**src/rtl/tnoc_flit_if_distributor.sv**
```systemverilog
// rtl/tnoc_flit_if_distributor.sv - per-VC packet distributor from one flit stream to ENTRIES outputs
// Flit layout: {head, tail, data[DATA_WIDTH-1:0]}; route selector sits at data[ROUTE_LSB +: SEL_WIDTH].
module tnoc_flit_if_distributor #(
    parameter int ENTRIES    = 2,
    parameter int CHANNELS   = 2,
    parameter int DATA_WIDTH = 32,
    parameter int ROUTE_LSB  = 0,
    localparam int SEL_WIDTH  = $clog2(ENTRIES),
    localparam int FLIT_WIDTH = DATA_WIDTH + 2
) (
    input  logic                                             clk,
    input  logic                                             rst,
    input  logic [CHANNELS-1:0]                              i_flit_in_valid,
    output logic [CHANNELS-1:0]                              o_flit_in_ready,
    input  logic [CHANNELS-1:0][FLIT_WIDTH-1:0]              i_flit_in_flit,
    output logic [CHANNELS-1:0]                              o_flit_in_vc_available,
    output logic [ENTRIES-1:0][CHANNELS-1:0]                 o_flit_out_valid,
    input  logic [ENTRIES-1:0][CHANNELS-1:0]                 i_flit_out_ready,
    output logic [ENTRIES-1:0][CHANNELS-1:0][FLIT_WIDTH-1:0] o_flit_out_flit,
    input  logic [ENTRIES-1:0][CHANNELS-1:0]                 i_flit_out_vc_available,
    output logic [CHANNELS-1:0]                              o_drop
);

    typedef enum logic [1:0] {
        IDLE  = 2'd0,
        ROUTE = 2'd1,
        DROP  = 2'd2
    } state_t;

    localparam logic [SEL_WIDTH:0] ENTRIES_W = (SEL_WIDTH + 1)'(ENTRIES);

    for (genvar v = 0; v < CHANNELS; v++) begin : g_vc
        state_t                  r_state;
        state_t                  w_state_next;
        logic                    r_valid;
        logic [FLIT_WIDTH-1:0]   r_flit;
        logic [SEL_WIDTH-1:0]    r_port;
        logic [SEL_WIDTH-1:0]    r_lock;
        logic                    r_drop;

        logic                    w_head;
        logic                    w_tail;
        logic [SEL_WIDTH-1:0]    w_sel;
        logic                    w_sel_ok;
        logic                    w_drain;
        logic                    w_space;
        logic                    w_ready;
        logic                    w_load;
        logic [SEL_WIDTH-1:0]    w_load_port;
        logic [SEL_WIDTH-1:0]    w_lock_next;
        logic                    w_drop_next;
        logic                    w_vc_available;

        assign w_head   = i_flit_in_flit[v][FLIT_WIDTH-1];
        assign w_tail   = i_flit_in_flit[v][FLIT_WIDTH-2];
        assign w_sel    = i_flit_in_flit[v][ROUTE_LSB +: SEL_WIDTH];
        assign w_sel_ok = {1'b0, w_sel} < ENTRIES_W;
        assign w_drain  = r_valid && i_flit_out_ready[r_port][v];
        assign w_space  = !r_valid || i_flit_out_ready[r_port][v];

        always_comb begin
            w_state_next   = r_state;
            w_ready        = w_space;
            w_load         = 1'b0;
            w_load_port    = r_lock;
            w_lock_next    = r_lock;
            w_drop_next    = 1'b0;
            w_vc_available = 1'b1;
            case (r_state)
                IDLE: begin
                    if (i_flit_in_valid[v]) begin
                        if (w_head && w_sel_ok) begin
                            w_load      = w_space;
                            w_load_port = w_sel;
                            if (w_space && !w_tail) begin
                                w_state_next = ROUTE;
                                w_lock_next  = w_sel;
                            end
                        end else begin
                            // bad selector or orphan body/tail: swallow it and flag once
                            w_ready     = 1'b1;
                            w_drop_next = 1'b1;
                            if (w_head && !w_tail) begin
                                w_state_next = DROP;
                            end
                        end
                    end
                end
                ROUTE: begin
                    w_vc_available = i_flit_out_vc_available[r_lock][v];
                    w_load         = i_flit_in_valid[v] && w_space;
                    if (w_load && w_tail) begin
                        w_state_next = IDLE;
                    end
                end
                DROP: begin
                    w_ready = 1'b1;
                    if (i_flit_in_valid[v] && w_tail) begin
                        w_state_next = IDLE;
                    end
                end
                default: begin
                    w_state_next = IDLE;
                end
            endcase
        end

        always_ff @(posedge clk or posedge rst) begin
            if (rst) begin
                r_state <= IDLE;
                r_valid <= 1'b0;
                r_flit  <= '0;
                r_port  <= '0;
                r_lock  <= '0;
                r_drop  <= 1'b0;
            end else begin
                r_state <= w_state_next;
                r_lock  <= w_lock_next;
                r_drop  <= w_drop_next;
                // a load wins over a drain, so back-to-back flits never leave a bubble
                if (w_load) begin
                    r_valid <= 1'b1;
                    r_flit  <= i_flit_in_flit[v];
                    r_port  <= w_load_port;
                end else if (w_drain) begin
                    r_valid <= 1'b0;
                end
            end
        end

        assign o_flit_in_ready[v]        = w_ready;
        assign o_flit_in_vc_available[v] = w_vc_available;
        assign o_drop[v]                 = r_drop;

        for (genvar p = 0; p < ENTRIES; p++) begin : g_port
            assign o_flit_out_valid[p][v] = r_valid && (r_port == SEL_WIDTH'(p));
            assign o_flit_out_flit[p][v]  = r_flit;
        end
    end

endmodule

```
**config.mk**
```make
export PLATFORM = sky130hd
export DESIGN_NAME = tnoc_flit_if_distributor
export DESIGN_NICKNAME = d
export VERILOG_FILES = /design/src/rtl/tnoc_flit_if_distributor.sv
export SDC_FILE = /design/constraint.sdc
export NUM_CORES = 1
export LEC_CHECK = 0
export CORE_UTILIZATION = 38
export DETAILED_ROUTE_END_ITERATION = 10
export PLACE_DENSITY = 0.87
export SYNTH_ARGS = -nofsm -noshare
export SYNTH_HDL_FRONTEND = slang
export SYNTH_SLANG_ARGS = --single-unit
export TNS_END_PERCENT = 10
```
**constraint.sdc**
```tcl
create_clock -name clk -period 3.7 [get_ports clk]
set_input_delay 0.74 -clock clk [delete_from_list [all_inputs] [get_ports clk]]
set_output_delay 0.74 -clock clk [all_outputs]
set_load 0.01 [all_outputs]
```
### Metal layers overlaid, run 1

The bar under the picture is 20 um long. Only two layers are drawn.
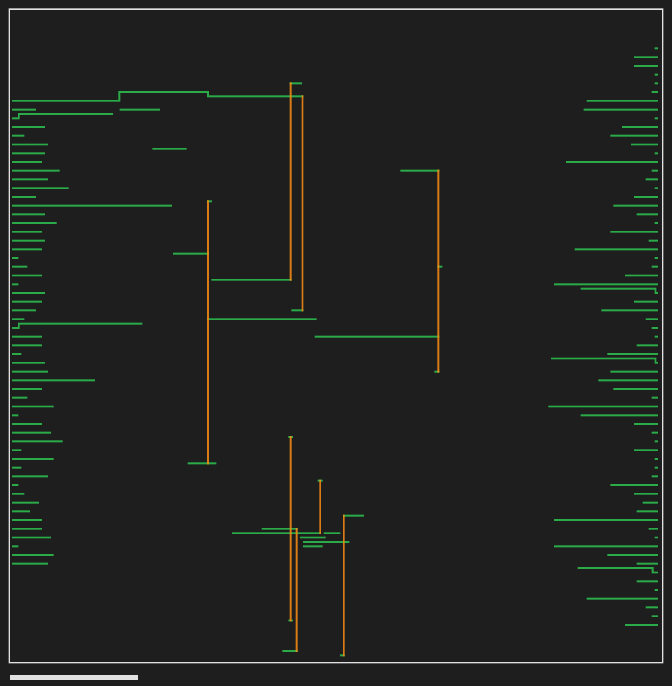
legend:
  metal 4:
    color: orange
    wire_length: 214 um
  metal 3:
    color: green
    wire_length: 764 um

### Track usage over the die, run 1

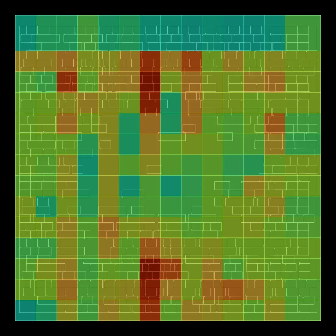
GRT met2 Usage: 0.303
most crowded layer after global routing: met2
met3 Resource Use GR: 0.0462

### Metal 1, run 1

The bar under the picture is 20 um long. Cells faint in the background.
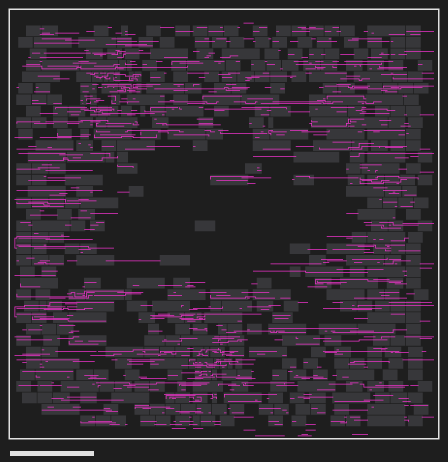
main direction: horizontal
nets with wire on the layer: 422

[run 1: flip-flops by register name (all words and copies together) (netlist names)]
| signal | flops |
|---|---|
| g_vc.r_flit | 68 |
| g_vc.r_state | 4 |
| g_vc.r_drop | 2 |
| g_vc.r_lock | 2 |
| g_vc.r_port | 2 |
| g_vc.r_valid | 2 |
[run 1: logic make-up after synthesis]
group | after synthesis | synth area share
buffers and inverters | 86 | 0.172
multiplexers | 77 | 0.229
AND/OR/NAND/NOR | 22 | 0.0339
flip-flops | 80 | 0.532
AND-OR/OR-AND | 15 | 0.0336
[run 1: area by class of cell]
type | count | area (um^2)
inverters | 6 | 23.8
repair buffers | 229 | 2310
clock inverters | 5 | 57.6
fillers | 731 | 3620
multi-input cells | 114 | 1120
clock buffers | 11 | 131
flip-flops and latches | 80 | 2000
well taps | 129 | 161
==> deck_impl_summary.md, run 1 <==
Physical Implementation Snapshot

Route
  • DR vias: 2657
  • DRT antenna net count: 0
  • Drt drc: 0

Pwr
  • P_leak: ~0.0023 uW
  • Sequential group share of total power: 0.343
  • Seq pwr: 1510 uW
  • Power per Cell Area: 760 nW/um^2
  • Power share of the combinational group: 0.516

Final timing
  • Min cycle time layout: 3.08 ns
  • Final setup margin: between 0.6 and 0.7 ns
  • Max Slew Vio Count: 0
  • Final Hold Viols: 0
  • Setup TNS: 0 ns

Worst setup path
  • Max stage delay cell, worst path: clkdlybuf4s50_1
  • Worst setup EP type: output pin
  • Crit-path leading delay family: buffers and inverters
  • R2R cell count: 4

GRT
  • Initial antenna violation count: 0

Clock network
  • Clk latency late pin: between 0.3 and 0.4 ns
  • Clock transition at path regs: 0.07 ns
  • CTS HTree Levels: 3

Run status
  • Status: completed

Synthesis
  • Number of enable flip-flop cells: 0
  • Top cell area share: 0.532
  • Yosys stat area: 3760 um^2

Final layout
  • Antenna diodes: 0

Floorplanning
  • Die H: 102 um
  • Chip width: 102 um
  • # IOs: ~230
  • Core ar.: 9420 um^2
### Signal metal coverage by tile, run 1

20 x 20 tiles, from white (low) to dark blue (high), scaled to the fullest tile. Values are wire area over tile area, all layers added.
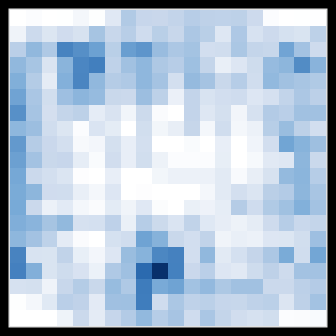

==> run 2, diff against run 1 <==
CORE_UTILIZATION = 34   (was 38)
PLACE_DENSITY = 0.83   (was 0.87)
clock period = 2.8 ns   (was 3.7 ns; I/O delays follow)
### Signal metal coverage by tile, run 2

21 x 21 tiles, from white (low) to dark blue (high), scaled to the fullest tile. Values are wire area over tile area, all layers added.
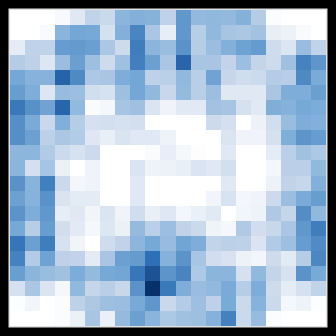
emptiest ninth of the die: middle
fullest tile: 0.41
nearly empty tiles: 13%
densest ninth of the die: bottom middle

==> run 2 against run 1 <==
Sequential cell count unchanged; synthesized area unchanged; synthesized cell count unchanged; core utilization shrank 7.6 points; clock skew up 0.0022 ns; wire length fell by 2.9%; worst setup slack got worse by 0.32 ns; largest cell class unchanged; via count is 0.64% lower; first-iteration DRC count grew 36%; critical path type unchanged; highest routed layer unchanged; sequential power rose by 32%.
==> deck_impl_summary.md, run 2 <==
Physical Implementation Snapshot

Run status
  • Status: completed

Floorplanning
  • Core ar.: 10800 um^2
  • Chip width: 107 um
  • # IOs: 226

Route
  • DRT antenna net count: 0

Final timing
  • Final Hold Viols: 0
  • Setup TNS: 0 ns
  • Final setup margin: 0.302 ns

GRT
  • Most crowded layer after global routing: met2

Synthesis
  • Yosys stat area: between 3000 and 4000 um^2
  • Top cell area share: 0.532
  • Number of enable flip-flop cells: 0
  • Adder Area Share: 0
  • XOR/XNOR Fraction of Synth Area: 0
  • Top non-seq family: multiplexers
  • Mux share: 0.229

Final layout
  • Max reg flops: just under 70
  • FF/Latch Area: 2000 um^2
  • Number of fill cells: 941
  • Biggest register: g_vc.r_flit
  • NonClk Buf Share: 0.398
  • Logic area: 1120 um^2
  • Signal buffers: around 230
  • Non-CTS inverters: 6
  • Clock network area share: 0.0324

Clock network
  • Clk latency late pin: 0.34 ns
  • Clock transition at path regs: 0.08 ns

Pwr
  • P_leak: 0.00235 uW
  • Power per Cell Area: 998 nW/um^2

Worst setup path
  • Max stage delay cell, worst path: clkdlybuf4s50_1
  • Worst setup EP type: output pin
### Metal layers overlaid, run 2

The bar under the picture is 20 um long. Only two layers are drawn.
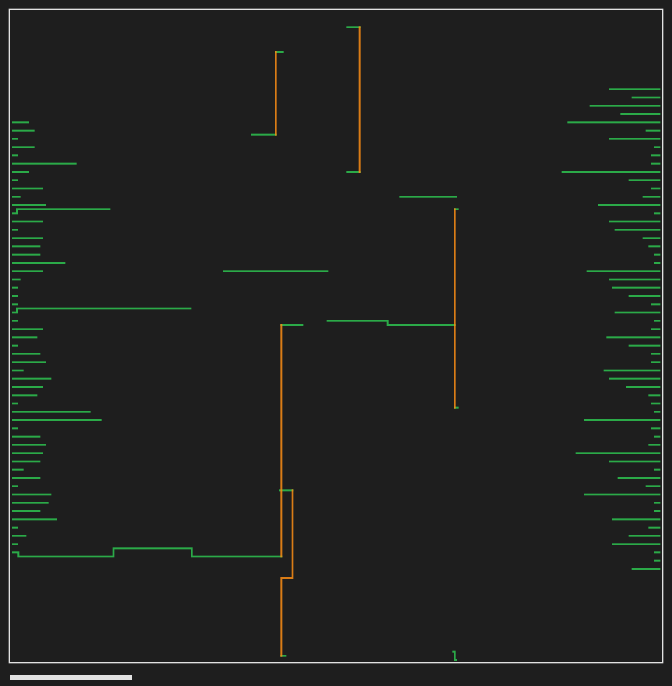
legend:
  metal 3:
    color: green
    wire_length: 638 um
  metal 4:
    color: orange
    wire_length: 137 um

## run 2: cell counts after synthesis
Identical to the previous run, type by type.
## run 2: path summary, 6_finish.rpt
check                               startpoint                  to  slack [ns]
max                        i_flit_out_ready[0]  o_flit_in_ready[0]        0.30
min                                        rst   g_vc[1].r_flit[7]        0.37
max reg2reg                     g_vc[1].r_port   g_vc[1].r_flit[8]        0.99
min reg2reg                 g_vc[0].r_flit[28]  g_vc[0].r_flit[28]        0.52
max in group asynchronous                  rst  g_vc[0].r_flit[13]        1.69
min in group clk            g_vc[0].r_flit[28]  g_vc[0].r_flit[28]        0.52
## run 2: power breakdown
part,internal [uW],leakage [uW],switching [uW],total (uW)
Clock,411,0.0000856,404,815
Sequential,1610,0.000944,392,2000
Combinational,1960,0.00132,1040,3000
Power figures rest on the tool's default switching activity, not on a simulated workload.
